[src/rtl/fetch_stage_pkg.sv]
// Shared definitions for the instruction-fetch stage.
//   fetch_state_t : FSM states (RUN, WAIT, HOLD, DRAIN), 2-bit encoding
//   NOP_INSTR_DEF : default bubble instruction word
//   PC_INC        : PC increment per fetched instruction (16-bit words)
//   pc_incr()     : modulo-2^16 PC increment
package fetch_stage_pkg;

  typedef enum logic [1:0] {
    ST_RUN   = 2'd0,
    ST_WAIT  = 2'd1,
    ST_HOLD  = 2'd2,
    ST_DRAIN = 2'd3
  } fetch_state_t;

  localparam logic [15:0] NOP_INSTR_DEF = 16'h0000;
  localparam logic [15:0] PC_INC        = 16'd2;

  // Wraps naturally at 16 bits; never touches pc[0].
  function automatic logic [15:0] pc_incr(input logic [15:0] pc);
    return pc + PC_INC;
  endfunction

endpackage

[src/rtl/fetch_stage_if.sv]
// Instruction-memory request bus.
//   req   : fetch request from the fetch stage
//   addr  : fetch address, stable while req=1 and ready=0
//   ready : memory returns rdata this cycle (0-wait allowed)
//   rdata : instruction word, valid when ready=1
// master = fetch stage side, slave = memory side.
interface fetch_stage_if;
  logic        req;
  logic [15:0] addr;
  logic        ready;
  logic [15:0] rdata;

  modport master (output req, output addr, input ready, input rdata);
  modport slave  (input req, input addr, output ready, output rdata);
endinterface

[src/rtl/fetch_stage_pc_register.sv]
// Program counter register.
//   clk, rst : clock, asynchronous active-high reset (loads RESET_PC)
//   load     : load load_pc (takes priority over inc)
//   inc      : advance pc by PC_INC, modulo 2^16
//   load_pc  : redirect target
//   pc       : current PC
module pc_register
  import fetch_stage_pkg::*;
#(
  parameter logic [15:0] RESET_PC = 16'h0000
) (
  input  logic        clk,
  input  logic        rst,
  input  logic        load,
  input  logic        inc,
  input  logic [15:0] load_pc,
  output logic [15:0] pc
);

  always_ff @(posedge clk or posedge rst) begin
    if (rst)       pc <= RESET_PC;
    else if (load) pc <= load_pc;
    else if (inc)  pc <= pc_incr(pc);
  end

endmodule

[src/rtl/fetch_stage.sv]
// Instruction-fetch stage of the 16-bit pipelined MIPS.
// Owns the PC, issues requests over a req/ready bus and presents each fetched
// instruction with its PC+2 to the IF/ID register. Handles hazard stalls and
// branch/jump redirects, including redirects arriving mid-request.
//   clk, rst       : clock, asynchronous active-high reset
//   stall          : hold outputs, do not advance
//   redirect_valid : taken branch/jump this cycle (flush)
//   redirect_pc    : redirect target
//   imem           : instruction-memory bus (master side)
//   instruction    : registered instruction to IF/ID
//   pc_plus_2      : registered PC+2 of that instruction
//   inst_valid     : 1 = real instruction, 0 = bubble
module fetch_stage
  import fetch_stage_pkg::*;
#(
  parameter logic [15:0] RESET_PC  = 16'h0000,
  parameter logic [15:0] NOP_INSTR = NOP_INSTR_DEF
) (
  input  logic               clk,
  input  logic               rst,
  input  logic               stall,
  input  logic               redirect_valid,
  input  logic [15:0]        redirect_pc,
  fetch_stage_if.master      imem,
  output logic [15:0]        instruction,
  output logic [15:0]        pc_plus_2,
  output logic               inst_valid
);

  fetch_state_t state, state_next;

  logic [15:0] pc;
  logic [15:0] pc_next_seq;
  logic [15:0] drain_addr;
  logic [15:0] skid_instr;
  logic [15:0] skid_pp2;

  logic pc_load, pc_inc;
  logic cap_mem, cap_skid, load_skid, flush, drain_load;

  assign pc_next_seq = pc_incr(pc);

  pc_register #(.RESET_PC(RESET_PC)) u_pc (
    .clk     (clk),
    .rst     (rst),
    .load    (pc_load),
    .inc     (pc_inc),
    .load_pc (redirect_pc),
    .pc      (pc)
  );

  always_ff @(posedge clk or posedge rst) begin
    if (rst) state <= ST_RUN;
    else     state <= state_next;
  end

  always_comb begin
    state_next = state;
    imem.req   = 1'b0;
    imem.addr  = pc;
    pc_load    = 1'b0;
    pc_inc     = 1'b0;
    cap_mem    = 1'b0;
    cap_skid   = 1'b0;
    load_skid  = 1'b0;
    flush      = 1'b0;
    drain_load = 1'b0;

    unique case (state)
      ST_RUN: begin
        imem.req = !stall && !redirect_valid;
        if (redirect_valid) begin
          pc_load = 1'b1;
          flush   = 1'b1;
        end else if (imem.req && imem.ready) begin
          cap_mem = 1'b1;
          pc_inc  = 1'b1;
        end else if (imem.req) begin
          state_next = ST_WAIT;
        end
      end

      ST_WAIT: begin
        // Request stays up even under redirect so the bus address is stable.
        imem.req = 1'b1;
        if (redirect_valid) begin
          pc_load = 1'b1;
          flush   = 1'b1;
          if (imem.ready) begin
            state_next = ST_RUN;
          end else begin
            // Old-address transaction must still complete; remember it.
            drain_load = 1'b1;
            state_next = ST_DRAIN;
          end
        end else if (imem.ready) begin
          pc_inc = 1'b1;
          if (stall) begin
            load_skid  = 1'b1;
            state_next = ST_HOLD;
          end else begin
            cap_mem    = 1'b1;
            state_next = ST_RUN;
          end
        end
      end

      ST_HOLD: begin
        if (redirect_valid) begin
          pc_load    = 1'b1;
          flush      = 1'b1;
          state_next = ST_RUN;
        end else if (!stall) begin
          cap_skid   = 1'b1;
          state_next = ST_RUN;
        end
      end

      ST_DRAIN: begin
        imem.req  = 1'b1;
        imem.addr = drain_addr;
        if (redirect_valid) begin
          pc_load = 1'b1;
          flush   = 1'b1;
        end
        if (imem.ready) state_next = ST_RUN;
      end

      default: state_next = ST_RUN;
    endcase
  end

  always_ff @(posedge clk or posedge rst) begin
    if (rst) begin
      instruction <= NOP_INSTR;
      pc_plus_2   <= '0;
      inst_valid  <= 1'b0;
      skid_instr  <= '0;
      skid_pp2    <= '0;
      drain_addr  <= '0;
    end else begin
      if (flush) begin
        instruction <= NOP_INSTR;
        inst_valid  <= 1'b0;
      end else if (cap_mem) begin
        instruction <= imem.rdata;
        pc_plus_2   <= pc_next_seq;
        inst_valid  <= 1'b1;
      end else if (cap_skid) begin
        instruction <= skid_instr;
        pc_plus_2   <= skid_pp2;
        inst_valid  <= 1'b1;
      end
      if (load_skid) begin
        skid_instr <= imem.rdata;
        skid_pp2   <= pc_next_seq;
      end
      if (drain_load) drain_addr <= pc;
    end
  end

endmodule

[src/flat_wrapper.sv]
// flat-port wrapper written by rule: the top's interface ports become plain ports
module fetch_stage_flat import fetch_stage_pkg::*;
#(
  parameter logic [15:0] RESET_PC  = 16'h0000,
  parameter logic [15:0] NOP_INSTR = NOP_INSTR_DEF
)
  (clk, rst, stall, redirect_valid, redirect_pc, instruction, pc_plus_2, inst_valid, imem_req, imem_addr, imem_ready, imem_rdata);
  fetch_stage_if imem_i ();
  input  logic clk;
  input  logic rst;
  input  logic stall;
  input  logic redirect_valid;
  input  logic [15:0] redirect_pc;
  output logic [15:0] instruction;
  output logic [15:0] pc_plus_2;
  output logic inst_valid;
  output wire logic [$bits(imem_i.req)-1:0] imem_req;
  output wire logic [$bits(imem_i.addr)-1:0] imem_addr;
  input wire logic [$bits(imem_i.ready)-1:0] imem_ready;
  input wire logic [$bits(imem_i.rdata)-1:0] imem_rdata;
  assign imem_req = imem_i.req;
  assign imem_addr = imem_i.addr;
  assign imem_i.ready = imem_ready;
  assign imem_i.rdata = imem_rdata;
  fetch_stage #(.RESET_PC(RESET_PC), .NOP_INSTR(NOP_INSTR)) u_core (.clk(clk), .rst(rst), .stall(stall), .redirect_valid(redirect_valid), .redirect_pc(redirect_pc), .imem(imem_i), .instruction(instruction), .pc_plus_2(pc_plus_2), .inst_valid(inst_valid));
endmodule
[config.mk]
export PLATFORM = sky130hd
export DESIGN_NAME = fetch_stage_flat
export DESIGN_NICKNAME = d
export VERILOG_FILES = /design/src/rtl/fetch_stage_pkg.sv /design/src/rtl/fetch_stage_if.sv /design/src/rtl/fetch_stage_pc_register.sv /design/src/rtl/fetch_stage.sv /design/src/flat_wrapper.sv
export SDC_FILE = /design/constraint.sdc
export NUM_CORES = 1
export LEC_CHECK = 0
export ABC_AREA = 1
export CELL_PAD_IN_SITES_DETAIL_PLACEMENT = 1
export CELL_PAD_IN_SITES_GLOBAL_PLACEMENT = 1
export CORE_ASPECT_RATIO = 1.25
export CORE_MARGIN = 1
export CORE_UTILIZATION = 38
export DETAILED_ROUTE_END_ITERATION = 16
export PLACE_DENSITY_LB_ADDON = 0.1
export SETUP_SLACK_MARGIN = 0.02
export SYNTH_ARGS = -nofsm -noshare
export SYNTH_HDL_FRONTEND = slang
export SYNTH_SLANG_ARGS = --single-unit
[constraint.sdc]
create_clock -name clk -period 4.16 [get_ports clk]
set_input_delay 0.416 -clock clk [delete_from_list [all_inputs] [get_ports clk]]
set_output_delay 0.416 -clock clk [all_outputs]
set_load 0.01 [all_outputs]
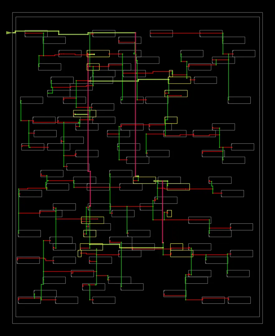
*Clock routing, run 1*
Worst-Skew Late Latency: 0.35 ns
Setup Skew: 0.00816 ns
Power Clock: 0.000842 W
Seq cells: 99

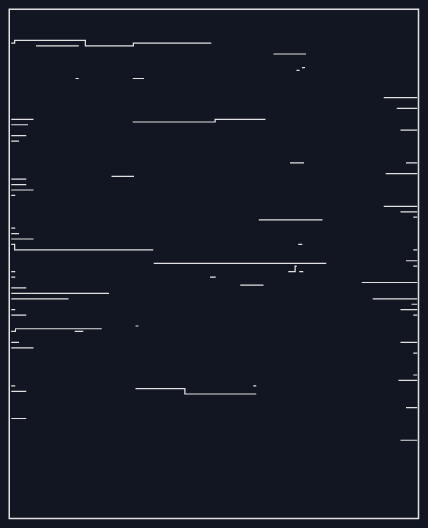
*Metal 3, run 1*
Drawn at 4 px/um.
The layer carries 465 um of wire. The longest straight run is 42.8 um.

==> impl_metrics.json, run 1 <==
{
  "wl_per_cell_um": 16.4,
  "inv_count": 38,
  "route.detailed.drc": 0,
  "synth_area_per_cell_um2": 7.84,
  "p_int_w": 0.00235,
  "cts_setup_buffers": 0,
  "grt_use_total": 0.231,
  "status": "completed",
  "netlist_instances": 605,
  "mux_share": 0,
  "setup_viol": 0,
  "top_area_frac": 0.522,
  "crit_cells": 6,
  "globalplace.congestion": 0.832,
  "clock_buffers": 15,
  "hold_class": "reg -> reg",
  "r2r_slack_ns": 1.77,
  "ys_seq_share": 0.522,
  "die_y_um": 127,
  "yosysMostFrequentCell": "nand2_1",
  "buffers_excl_clock": 91,
  "cts_made_buffers": 9,
  "wl_met1_mm": 6.30,
  "die_area_um2": 12900,
  "ir_drop_uv": 194,
  "synth-edff-count": 0
}
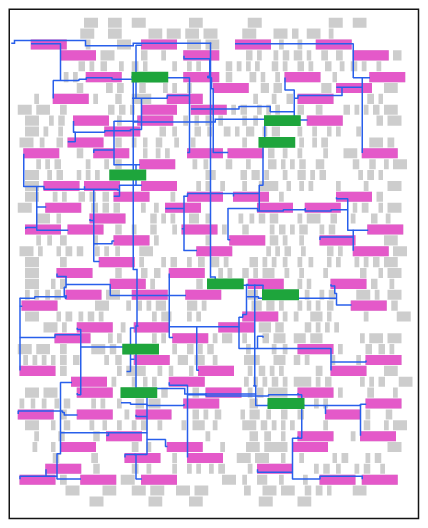
*Clock distribution, run 1*
Drawn at 4 px/um.
Key: green = clock-net drivers [count 9]; blue = clock wires [length 1430 um]; magenta = flip-flops [count 99]
There are 10 routed clock nets.

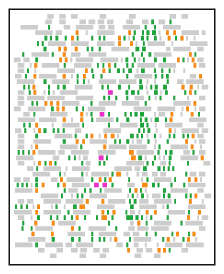
*Logic cells by family, run 1*
Drawn at 2 px/um.
Key: magenta = non-inverting ao/oa cells [cells 5, most used o21a_1]; green = nand cells [cells 274, most used nand2_1, where all over the die]; orange = aoi and oai cells [cells 105, most used o21ai_0, where all over the die]

-- run 1: registers in the layout, summed over array words and instances, names as in the netlist --
signal / count
u_core.drain_addr: 16
u_core.inst_valid: 1
u_core.instruction: 16
u_core.pc_plus_2: 16
u_core.skid_instr: 16
u_core.skid_pp2: 16
u_core.state: 2
u_core.u_pc.pc: 16
-- run 1: stage by stage --
stage	power [W]	area, um^2	setup WS [ns]
2_1_floorplan	0.00220	4750	1.15
5_1_grt	0.00384	6000	1.13
4_1_cts	0.00364	6000	1.34
3_3_place_gp	0.00272	5700	1.09
6_report	0.00360	6000	1.37
3_5_place_dp	0.00278	5700	1.04
### Signal wires by layer, run 1

Drawn at 2 px/um.
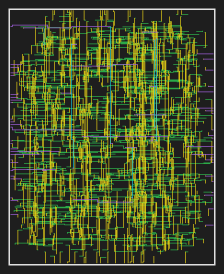

==> inputs of run 2 (changes only) <==
- CORE_UTILIZATION: 38 -> 35
- clock period: 4.16 -> 2.5 ns (I/O delays scaled with it)
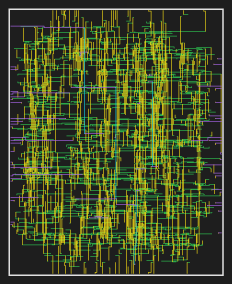
*Signal wires by layer, run 2*
Drawn at 2 px/um.
Key: cyan = M4 [wire length 189 um]; green = M1 [wire length 6240 um]; purple = M3 [wire length 459 um]; yellow = M2 [wire length 7090 um]

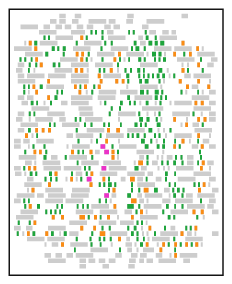
*Logic cells by family, run 2*
Drawn at 2 px/um.
Key: orange = aoi and oai cells [cells 105, most used o21ai_0, where all over the die]; magenta = non-inverting ao/oa cells [cells 5, most used o21a_1, where middle]; green = nand cells [cells 274, most used nand2_1, where all over the die]

==> impl_metrics.json, run 2 <==
{
  "rr_endpoint": "u_core.pc_plus_2[9]$_DFFE_PP0P_",
  "syn_area_um2": 4750,
  "mux_share": 0,
  "clk-power_w": 0.00154,
  "placed_area_um2": 5830,
  "clk_latency_ns": 0.34,
  "route.detailed.drc": 0,
  "ys_warn_count": 0,
  "clock_skew_ns": 0.00871,
  "p_seq_w": 0.00258,
  "wl_per_cell_um": 16.2,
  "cts_made_buffers": 9,
  "drt-initial-drc-count": 168,
  "p_int_w": 0.00407,
  "grt_pass1_vias": 4634,
  "routed.top_layer": "met4",
  "grt_use_total": 0.211,
  "ir_drop_uv": 414,
  "die_area_um2": 14000,
  "crit_cells": 5,
  "dp_worst_setup_slack_ns": 0.361,
  "setup.worst_path.start_class": "flip-flop",
  "final_util": 0.465,
  "setup_viol": 0,
  "top_area_frac": 0.522,
  "timing.final.ws_setup_ns": 0.325,
  "synth-edff-count": 0,
  "ys_seq_share": 0.522,
  "r2r_slack_ns": 0.57,
  "netlist_instances": 605,
  "crit_family": "buffers and inverters",
  "hold_class": "in -> async",
  "p_seq_frac": 0.419,
  "yosysMostFrequentCell": "nand2_1",
  "globalplace.congestion": 0.863,
  "power_w": 0.00617,
  "worstPathRequired_ns": 2.25,
  "design_area_um2": 6160,
  "xor_area_frac": 0.0111,
  "grt_pass1_wl_mm": 23.5,
  "cts_setup_buffers": 0,
  "status": "completed",
  "mostFrequentLayoutCells": "nand2_1, dfrtp_1, clkdlybuf4s50_1",
  "die_y_um": 132,
  "synth_area_per_cell_um2": 7.84
}
## run 2: cell counts after synthesis
Identical to the previous run, type by type.
## run 2: logic make-up (layout without fill, tap and decap cells)
family | after synthesis | after routing
AOI/OAI and AO/OA | 110 | 110
xor gates and xnor gates | 6 | 6
adders and majority gates | 1 | 1
buffers and inverters | 69 | 154
DFF | 99 | 99
and+or+nand+nor | 320 | 320
## run 2: area by class of cell
type | instances | area, um^2 | share of cell area
multi-input cells | 437 | 1980 | 0.321
clock inverters | 5 | 85.1 | 0.0138
inverters | 38 | 146 | 0.0238
clock buffers | 11 | 243 | 0.0394
repair buffers | 100 | 1020 | 0.165
well taps | 171 | 214 | 0.0347
flip-flops and latches | 99 | 2480 | 0.402
Power figures rest on the tool's default switching activity, not on a simulated workload.
